$ cat config.mk
export PLATFORM = sky130hd
export DESIGN_NAME = fabric_cfg_loader
export DESIGN_NICKNAME = d
export VERILOG_FILES = /design/src/rtl/fabric_cfg_loader.sv
export SDC_FILE = /design/constraint.sdc
export NUM_CORES = 1
export LEC_CHECK = 0
export CAP_MARGIN = 20
export CORE_AREA = 3 3 95 97
export DETAILED_ROUTE_END_ITERATION = 8
export DIE_AREA = 0 0 98 100
export PLACE_DENSITY = 0.88
export SYNTH_ARGS = -nofsm -noshare
export SYNTH_HDL_FRONTEND = slang
export SYNTH_SLANG_ARGS = --single-unit
$ cat constraint.sdc
create_clock -name clk_i -period 2.79 [get_ports clk_i]
set_clock_uncertainty 0.2 [all_clocks]
set_input_delay 0.558 -clock clk_i [delete_from_list [all_inputs] [get_ports clk_i]]
set_output_delay 0.558 -clock clk_i [all_outputs]
set_load 0.05 [all_outputs]
$ cat src/rtl/fabric_cfg_loader.sv
`default_nettype none
// ============================================================================
// Module      : fabric_cfg_loader
// Description : Assembles a valid/ready word stream into a shadow register
//               and commits it atomically onto the fabric config bus. The
//               fabric is held in reset until a full image has been committed.
//               Optional checksum word: define CFG_CHECKSUM_EN.
// Revision    : 1.0 - initial release
// ============================================================================
module fabric_cfg_loader #(
  parameter int CFG_WIDTH = 52,
  parameter int WORD_W    = 8
) (
  input  logic                 clk_i,
  input  logic                 rst_i,
  input  logic                 start_i,
  input  logic [WORD_W-1:0]    data_i,
  input  logic                 data_valid_i,
  output logic                 data_ready_o,
  output logic [CFG_WIDTH-1:0] config_bits_o,
  output logic                 cfg_valid_o,
  output logic                 busy_o,
  output logic                 fabric_rst_no,
  output logic                 err_o
);

  localparam int c_num_words = (CFG_WIDTH + WORD_W - 1) / WORD_W;
`ifdef CFG_CHECKSUM_EN
  localparam int c_load_words = c_num_words + 1;
`else
  localparam int c_load_words = c_num_words;
`endif
  localparam int                 c_cnt_w = $clog2(c_load_words + 1);
  localparam logic [c_cnt_w-1:0] c_last  = c_cnt_w'(c_load_words - 1);

  typedef enum logic [1:0] {
    S_IDLE    = 2'd0,
    S_LOAD    = 2'd1,
    S_COMMIT  = 2'd2,
    S_RELEASE = 2'd3
  } state_t;

  state_t               r_state;
  state_t               w_state_nxt;
  logic [c_cnt_w-1:0]   r_cnt;
  logic [CFG_WIDTH-1:0] r_shadow;
  logic [CFG_WIDTH-1:0] w_word_sel;
  logic [CFG_WIDTH-1:0] w_word_rep;
  logic                 w_start_load;
  logic                 w_restart;
  logic                 w_xfer;
  logic                 w_last_xfer;
  logic                 w_csum_ok;

  // Bit b of the shadow belongs to word b/WORD_W; bits of the last word beyond
  // CFG_WIDTH simply have no shadow bit, which gives the truncation for free.
  for (genvar b = 0; b < CFG_WIDTH; b++) begin : g_shadow_bit
    assign w_word_rep[b] = data_i[b % WORD_W];
    assign w_word_sel[b] = (r_cnt == c_cnt_w'(b / WORD_W));
  end

  assign w_start_load = (r_state == S_IDLE) && start_i;
  assign w_restart    = (r_state == S_LOAD) && start_i;
  assign w_xfer       = (r_state == S_LOAD) && data_valid_i && !start_i;
  assign w_last_xfer  = w_xfer && (r_cnt == c_last);
  assign data_ready_o = (r_state == S_LOAD);
  assign busy_o       = (r_state != S_IDLE);

  always_ff @(posedge clk_i) begin
    if (rst_i) begin
      r_state <= S_IDLE;
    end else begin
      r_state <= w_state_nxt;
    end
  end

  always_comb begin
    w_state_nxt = r_state;
    case (r_state)
      S_IDLE:    if (start_i) w_state_nxt = S_LOAD;
      S_LOAD:    if (w_last_xfer) w_state_nxt = w_csum_ok ? S_COMMIT : S_IDLE;
      S_COMMIT:  w_state_nxt = S_RELEASE;
      S_RELEASE: w_state_nxt = S_IDLE;
      default:   w_state_nxt = S_IDLE;
    endcase
  end

  always_ff @(posedge clk_i) begin
    if (rst_i) begin
      r_cnt         <= '0;
      r_shadow      <= '0;
      config_bits_o <= '0;
      cfg_valid_o   <= 1'b0;
      fabric_rst_no <= 1'b0;
    end else begin
      if (w_start_load || w_restart) begin
        r_cnt    <= '0;
        r_shadow <= '0;
      end else if (w_xfer) begin
        r_cnt    <= r_cnt + 1'b1;
        r_shadow <= (r_shadow & ~w_word_sel) | (w_word_rep & w_word_sel);
      end
      if (w_start_load) begin
        cfg_valid_o   <= 1'b0;
        fabric_rst_no <= 1'b0;
      end
      if (r_state == S_COMMIT) begin
        config_bits_o <= r_shadow;
        cfg_valid_o   <= 1'b1;
      end
      // Release one cycle after commit so the bus is stable before reset drops.
      if (r_state == S_RELEASE) begin
        fabric_rst_no <= 1'b1;
      end
    end
  end

`ifdef CFG_CHECKSUM_EN
  logic [WORD_W-1:0] r_csum;

  assign w_csum_ok = (data_i == r_csum);

  always_ff @(posedge clk_i) begin
    if (rst_i) begin
      r_csum <= '0;
      err_o  <= 1'b0;
    end else begin
      if (w_start_load || w_restart) begin
        r_csum <= '0;
      end else if (w_xfer) begin
        r_csum <= r_csum ^ data_i;
      end
      if (w_start_load) begin
        err_o <= 1'b0;
      end else if (w_last_xfer && !w_csum_ok) begin
        err_o <= 1'b1;
      end
    end
  end
`else
  assign w_csum_ok = 1'b1;
  assign err_o     = 1'b0;
`endif

endmodule
`default_nettype wire

Run 1, congestion heat map:
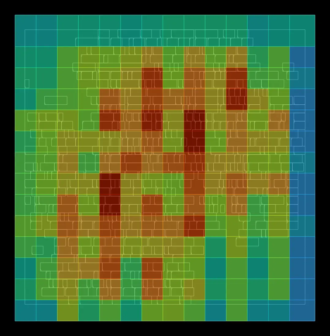
average wire length per cell after detail routing: 15.8 um
final core utilization: 64.2%
fraction of met1 tracks used by global routing: 26.2%
global routing usage summed across all routing layers: 19.8%

Run 1, wiring by layer:
Bar = 20 um. Two of the layers only.
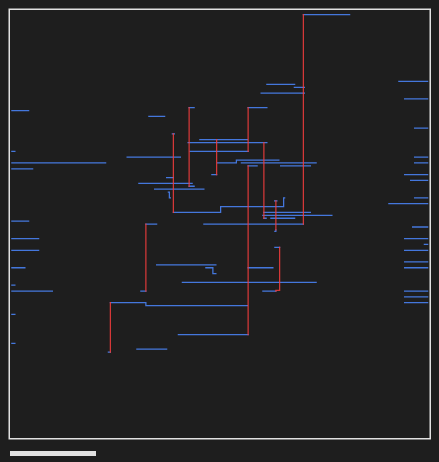
Blue stands for metal 3, wire length 517 um. Red stands for metal 4, wire length 206 um.
Via Count: 3399
routed wire length: 9.63 mm

Run 1, sequential cells grouped by signal name:
Bar = 20 um.
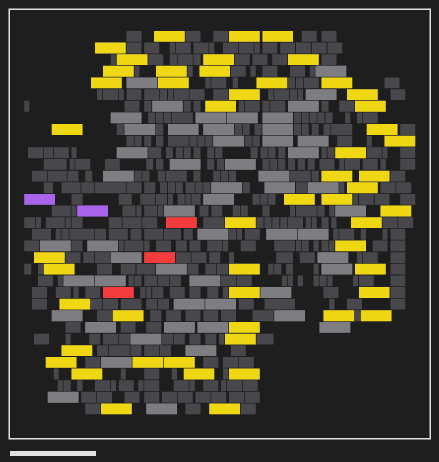
Purple stands for r_state, sequential cells 2. Yellow stands for config_bits_o, sequential cells 52, where widely spread. Red stands for r_cnt, sequential cells 3.

==> results.sh, run 1 <==
# physical design summary
export IMPL_worst_ir_drop_vdd_v=0.000631
export IMPL_ys_cells=452
export IMPL_pre_cts_ws_ns=0.285
export IMPL_cts_made_buffers=9
export IMPL_topRoutingLayerUsed="met4"
export IMPL_share_of_synthesized_area_spent_on_multiplexers_pct=15.9
export IMPL_worst_ep_required_time_ns=2.03
export IMPL_timing_max_slew_rel_slack_pct=55.3
export IMPL_cts_tree="yes"
export IMPL_place_gp_congestion=0.827
export IMPL_seq_power_share_pct=47.0
export IMPL_cp_common_cell="sky130_fd_sc_hd__inv_1"
export IMPL_ys_top_cells_by_area="sky130_fd_sc_hd__dfxtp_1 51%, sky130_fd_sc_hd__mux2i_1 16%, sky130_fd_sc_hd__nor2_1 4.9%"
export IMPL_post_synth_fa_ha_maj_area_fraction_pct=2.85
export IMPL_min_delay_path_class="reg -> reg"
export IMPL_rrSetupSlack_ns=0.51
export IMPL_yosys_stat_area_um2=4390
export IMPL_power_leakage_nw=1.81
export IMPL_floorplan_die_width_um=98
export IMPL_signal_arrival_time_at_the_worst_endpoint_ns=1.59
export IMPL_clkPwrFrac_pct=27.7
export IMPL_route_detailed_vias_per_inst=5.58
export IMPL_chipHeight_um=100
export IMPL_final_layout_size_suffix_gt1_share_pct=5.95
export IMPL_area_growth_synth_to_final_pct=20.1
export IMPL_chipArea_um2=9800
export IMPL_placement_cell_area_um2=5070
export IMPL_worstPathBufferInverterCount=3
export IMPL_path_clk_slew_ns=0.10
export IMPL_maximum_number_of_pins_on_one_net_before_global_route_repair=42
export IMPL_core_area_um2=8220
export IMPL_timing_final_hold_violations=0
export IMPL_status="finished, final reports clean"
export IMPL_maxCapViolations=0
export IMPL_clock_tree_root_cell="sky130_fd_sc_hd__clkbuf_8"
export IMPL_postCtsHoldBufs=0
export IMPL_post_synth_xor_area_fraction_pct=0.199
export IMPL_cell_area_power_density_nw_per_um2=661
export IMPL_ys_dominant_reg_cell="sky130_fd_sc_hd__dfxtp_1"
export IMPL_fp_row_count=33
export IMPL_antenna_violating_nets_post_route=0
export IMPL_route_met3_wl_um=516
export IMPL_cp_slowest_stage_delay_ns=0.41
export IMPL_synth_nets=474
export IMPL_grt_remaining_overflow=0
export IMPL_wl_met2_mm=4.59
run 1: what timing repair did:
| item | CTS | global route |
|---|---|---|
| endpoints found under the setup margin | 0 | 1 |
| hold endpoints to repair | 0 | 0 |
| gates resized | 0 | 1 |
run 1: final timing paths:
kind              start         to
max          r_state[0]     busy_o
min           flip-flop  flip-flop
max reg2reg  r_state[1]   r_cnt[2]
min reg2reg   flip-flop  flip-flop
run 1: per-stage QoR:
step,utilization (%),std cells,total power [mW],hold WS [ns]
after global placement,61.7,593,2.53,0.249
after floorplan,-,452,2.36,0.236
after CTS,64.2,609,3.49,0.270
final,64.2,609,3.48,0.273
after detailed placement,61.7,593,2.55,0.256
after global routing,64.2,609,3.62,0.291
run 1: tightest hold or removal path, cell delays in order (launching register included):
cell and delay [ns]:
sky130_fd_sc_hd__dfxtp_1 0.32, sky130_fd_sc_hd__nand2_1 0.05, sky130_fd_sc_hd__a21oi_1 0.06
run 1: cells by family (layout without fill, tap and decap cells):
logic type | after synthesis | count (layout)
AND/OR/NAND/NOR | 144 | 144
flip-flops | 111 | 111
AND-OR/OR-AND | 72 | 72
multiplexers | 70 | 70
buffers and inverters | 43 | 95
adder cells (fa/ha/maj) | 10 | 10
other | 1 | 1
XOR/XNOR | 1 | 1
run 1: cell type report:
| cell class | instances | area, um^2 | area share (%) |
|---|---|---|---|
| sequential | 111 | 2220 | 42.1 |
| inverter | 6 | 22.5 | 0.427 |
| timing repair buffer | 73 | 736 | 14.0 |
| clock inverter | 5 | 47.5 | 0.902 |
| clock buffer | 11 | 151 | 2.87 |
| multi-input combinational | 298 | 1960 | 37.2 |
| tap | 105 | 131 | 2.49 |
run 1: placed cells by master, fill, tap and decap left out, types with 2 or more instances in the layout:
cell / instances
sky130_fd_sc_hd__a21oi_1: 39
sky130_fd_sc_hd__nand2b_1: 4
sky130_fd_sc_hd__dfxtp_1: 111
sky130_fd_sc_hd__o21ai_0: 27
sky130_fd_sc_hd__inv_8: 2
sky130_fd_sc_hd__nand3b_1: 26
sky130_fd_sc_hd__nand2_1: 18
sky130_fd_sc_hd__clkbuf_8: 11
sky130_fd_sc_hd__nand4b_1: 2
sky130_fd_sc_hd__inv_1: 6
sky130_fd_sc_hd__nand3_1: 28
sky130_fd_sc_hd__mux2i_1: 70
sky130_fd_sc_hd__ha_1: 9
sky130_fd_sc_hd__a211oi_1: 2
sky130_fd_sc_hd__buf_4: 5
sky130_fd_sc_hd__and3b_2: 2
sky130_fd_sc_hd__inv_6: 2
sky130_fd_sc_hd__nor2_1: 57
sky130_fd_sc_hd__clkdlybuf4s50_1: 64
sky130_fd_sc_hd__buf_12: 2
run 1: power by group through the flow:
stage / clock network (mW) / registers [mW] / logic (mW)
5_1_grt: 1.03 / 1.64 / 0.944
4_1_cts: 0.974 / 1.64 / 0.880
6_report: 0.964 / 1.64 / 0.882
2_1_floorplan: 0 / 1.69 / 0.665
3_5_place_dp: 0 / 1.67 / 0.878
3_3_place_gp: 0 / 1.67 / 0.857
run 1: routing by layer:
metal | track usage (%) | up-vias
met4 | 7.24 | 0
met5 | 0 | -
met2 | 32.4 | 101
met1 | 26.2 | 1636
met3 | 3.82 | 25
li1 | - | 1637
==> inputs of run 2 (changes only) <==
- CORE_AREA: 3 3 95 97 -> 3 3 96 98
- DIE_AREA: 0 0 98 100 -> 0 0 99 101
- PLACE_DENSITY: 0.88 -> 0.87
- clock period: 2.79 -> 2.4 ns (I/O delays scaled with it)
==> results.sh, run 2 <==
# physical design summary
export IMPL_status="finished, final reports clean"
export IMPL_route_final_wire_length_mm=9.77
export IMPL_maxCapViolations=0
export IMPL_ys_cells=452
export IMPL_signal_arrival_time_at_the_worst_endpoint_ns=1.55
export IMPL_mi_comb_area_um2=1960
export IMPL_grt_remaining_overflow=0
export IMPL_whs_ns=0.271
export IMPL_chipArea_um2=10000
export IMPL_path_clk_slew_ns=0.10
export IMPL_ys_dominant_reg_cell="sky130_fd_sc_hd__dfxtp_1"
export IMPL_floorplan_die_width_um=99
export IMPL_dr_total_vias=3365
export IMPL_timing_final_hold_violations=0
export IMPL_grt_busiest_layer="met2"
export IMPL_power_leakage_nw=1.82
export IMPL_min_delay_path_class="reg -> reg"
export IMPL_worst_ep_required_time_ns=1.72
export IMPL_ys_top_cells_by_area="sky130_fd_sc_hd__dfxtp_1 51%, sky130_fd_sc_hd__mux2i_1 16%, sky130_fd_sc_hd__nor2_1 4.9%"
export IMPL_wire_per_inst_um=15.9
export IMPL_antenna_violating_nets_post_route=0
export IMPL_dp_cells=599
export IMPL_filler_cell_count=678
export IMPL_gr_usage_met3_pct=3.88
export IMPL_timing_max_slew_rel_slack_pct=62.4
export IMPL_final_layout_size_suffix_gt1_share_pct=6.71
export IMPL_grt_use_total_pct=19.4
export IMPL_cell_area_power_density_nw_per_um2=764
export IMPL_area_growth_synth_to_final_pct=20.8
export IMPL_lay_top_cells="111 x sky130_fd_sc_hd__dfxtp_1, 70 x sky130_fd_sc_hd__mux2i_1, 64 x sky130_fd_sc_hd__clkdlybuf4s50_1"
export IMPL_met1_usage_pct=26.9
export IMPL_critical_path_endpoint="data_ready_o"
export IMPL_ctsResizeCount=0
export IMPL_yosys_stat_area_um2=4390
export IMPL_r2r_start="r_state[1]"
export IMPL_clock_tree_root_cell="sky130_fd_sc_hd__clkbuf_8"
export IMPL_globalRouteMet2Util_pct=29.0
export IMPL_layout_top_cell="sky130_fd_sc_hd__dfxtp_1"
export IMPL_place_gp_congestion=0.782
export IMPL_cts_made_buffers=9
export IMPL_synth_nets=474
-- run 2: routing by layer --
layer,routed length (um),vias to the layer above
li1,-,1649
met1,4360,1604
met2,4630,96
met3,582,16
met4,196,0
met5,0,-
-- run 2: layout make-up --
cell class                      instances  share of cell area, %
Multi-Input combinational cell        298                   37.0
Clock buffer                           10                   2.59
Sequential cell                       111                   41.9
Clock inverter                          6                   1.16
Inverter                                6                  0.424
Tap cell                              108                   2.55
Timing Repair Buffer                   76                   14.4
-- run 2: power by group --
| group | switching, mW | internal [mW] |
|---|---|---|
| logic | 0.661 | 0.374 |
| registers | 0.0325 | 1.88 |
| clock network | 0.678 | 0.432 |
-- run 2: worst min-delay path by stage --
stage,depth (start not counted),endpoint,start,slack (ns)
floorplan,2,flip-flop,flip-flop,0.24
global placement,2,flip-flop,flip-flop,0.25
detailed placement,2,flip-flop,flip-flop,0.26
CTS,2,flip-flop,flip-flop,0.27
global route,2,flip-flop,flip-flop,0.28
finish,2,flip-flop,flip-flop,0.27
-- run 2: cells by family (layout without fill, tap and decap cells) --
kind of cell / after synthesis / count (layout) / synth area share, %
AND/OR/NAND/NOR: 144 / 144 / 16.8
flip-flops: 111 / 111 / 50.6
AND-OR/OR-AND: 72 / 72 / 8.72
multiplexers: 70 / 70 / 15.9
buffers and inverters: 43 / 98 / 4.78
adder cells (fa/ha/maj): 10 / 10 / 2.85
other: 1 / 1 / 0.0854
XOR/XNOR: 1 / 1 / 0.199
-- run 2: through the flow --
step / setup WS (ns) / total power [mW]
after floorplan: 0.265 / 2.74
after global placement: 0.124 / 2.95
after detailed placement: 0.0793 / 2.97
after CTS: 0.158 / 4.05
after global routing: 0.0627 / 4.20
final: 0.165 / 4.05
-- run 2: critical path: stages (launching register included) --
cell and delay, ns:
sky130_fd_sc_hd__dfxtp_1 0.36, sky130_fd_sc_hd__inv_1 0.11, sky130_fd_sc_hd__ha_1 0.50, sky130_fd_sc_hd__buf_12 0.21
Run 2, selected gate families:
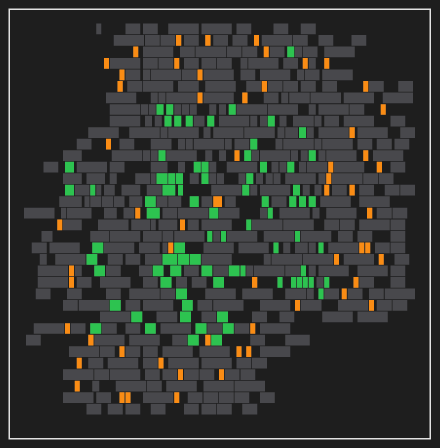
Green stands for nand cells, cells 79, most used nand3_1, where centre. Orange stands for nor cells, cells 58, most used nor2_1, where widely spread.
number of standard cells in the layout, taps in and fillers out: 615
share of cell area taken by multi-input logic gates: 37.0%

Run 2, cell classes on the final placement:
Bar = 20 um.
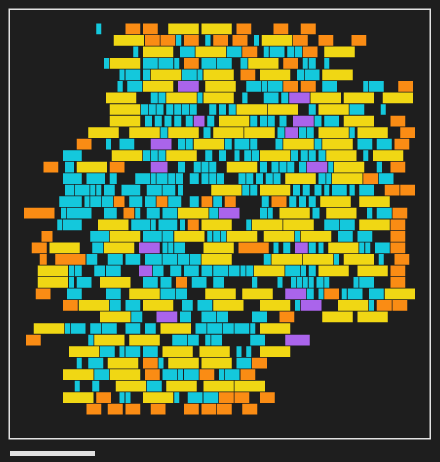
Orange stands for remaining buffers and delay cells, cells 76, share of their area 15%. Yellow stands for sequential cells, cells 111, share of their area 43%. Purple stands for clock drivers and dummy loads, cells 16, share of their area 3.8%. Cyan stands for combinational and other logic, cells 304, share of their area 38%.
core area: 8550 um^2
final core utilization: 62.1%
standard-cell row count: 34
Finished Cell Area: 5310 um^2

Run 2, sequential cells grouped by signal name:
Bar = 20 um.
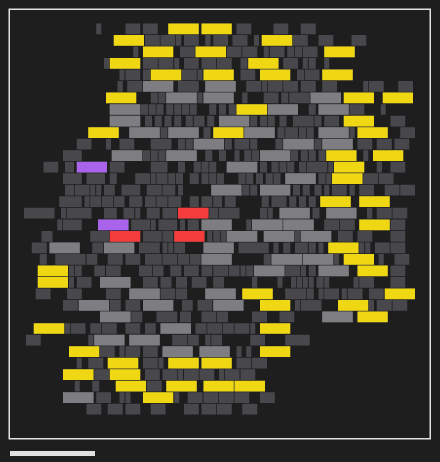
FF/Latch Area: 2220 um^2
reported sequential group power: 1.91 mW
proportion of cell area occupied by registers: 41.9%

Power is estimated from default activity; no workload was simulated.
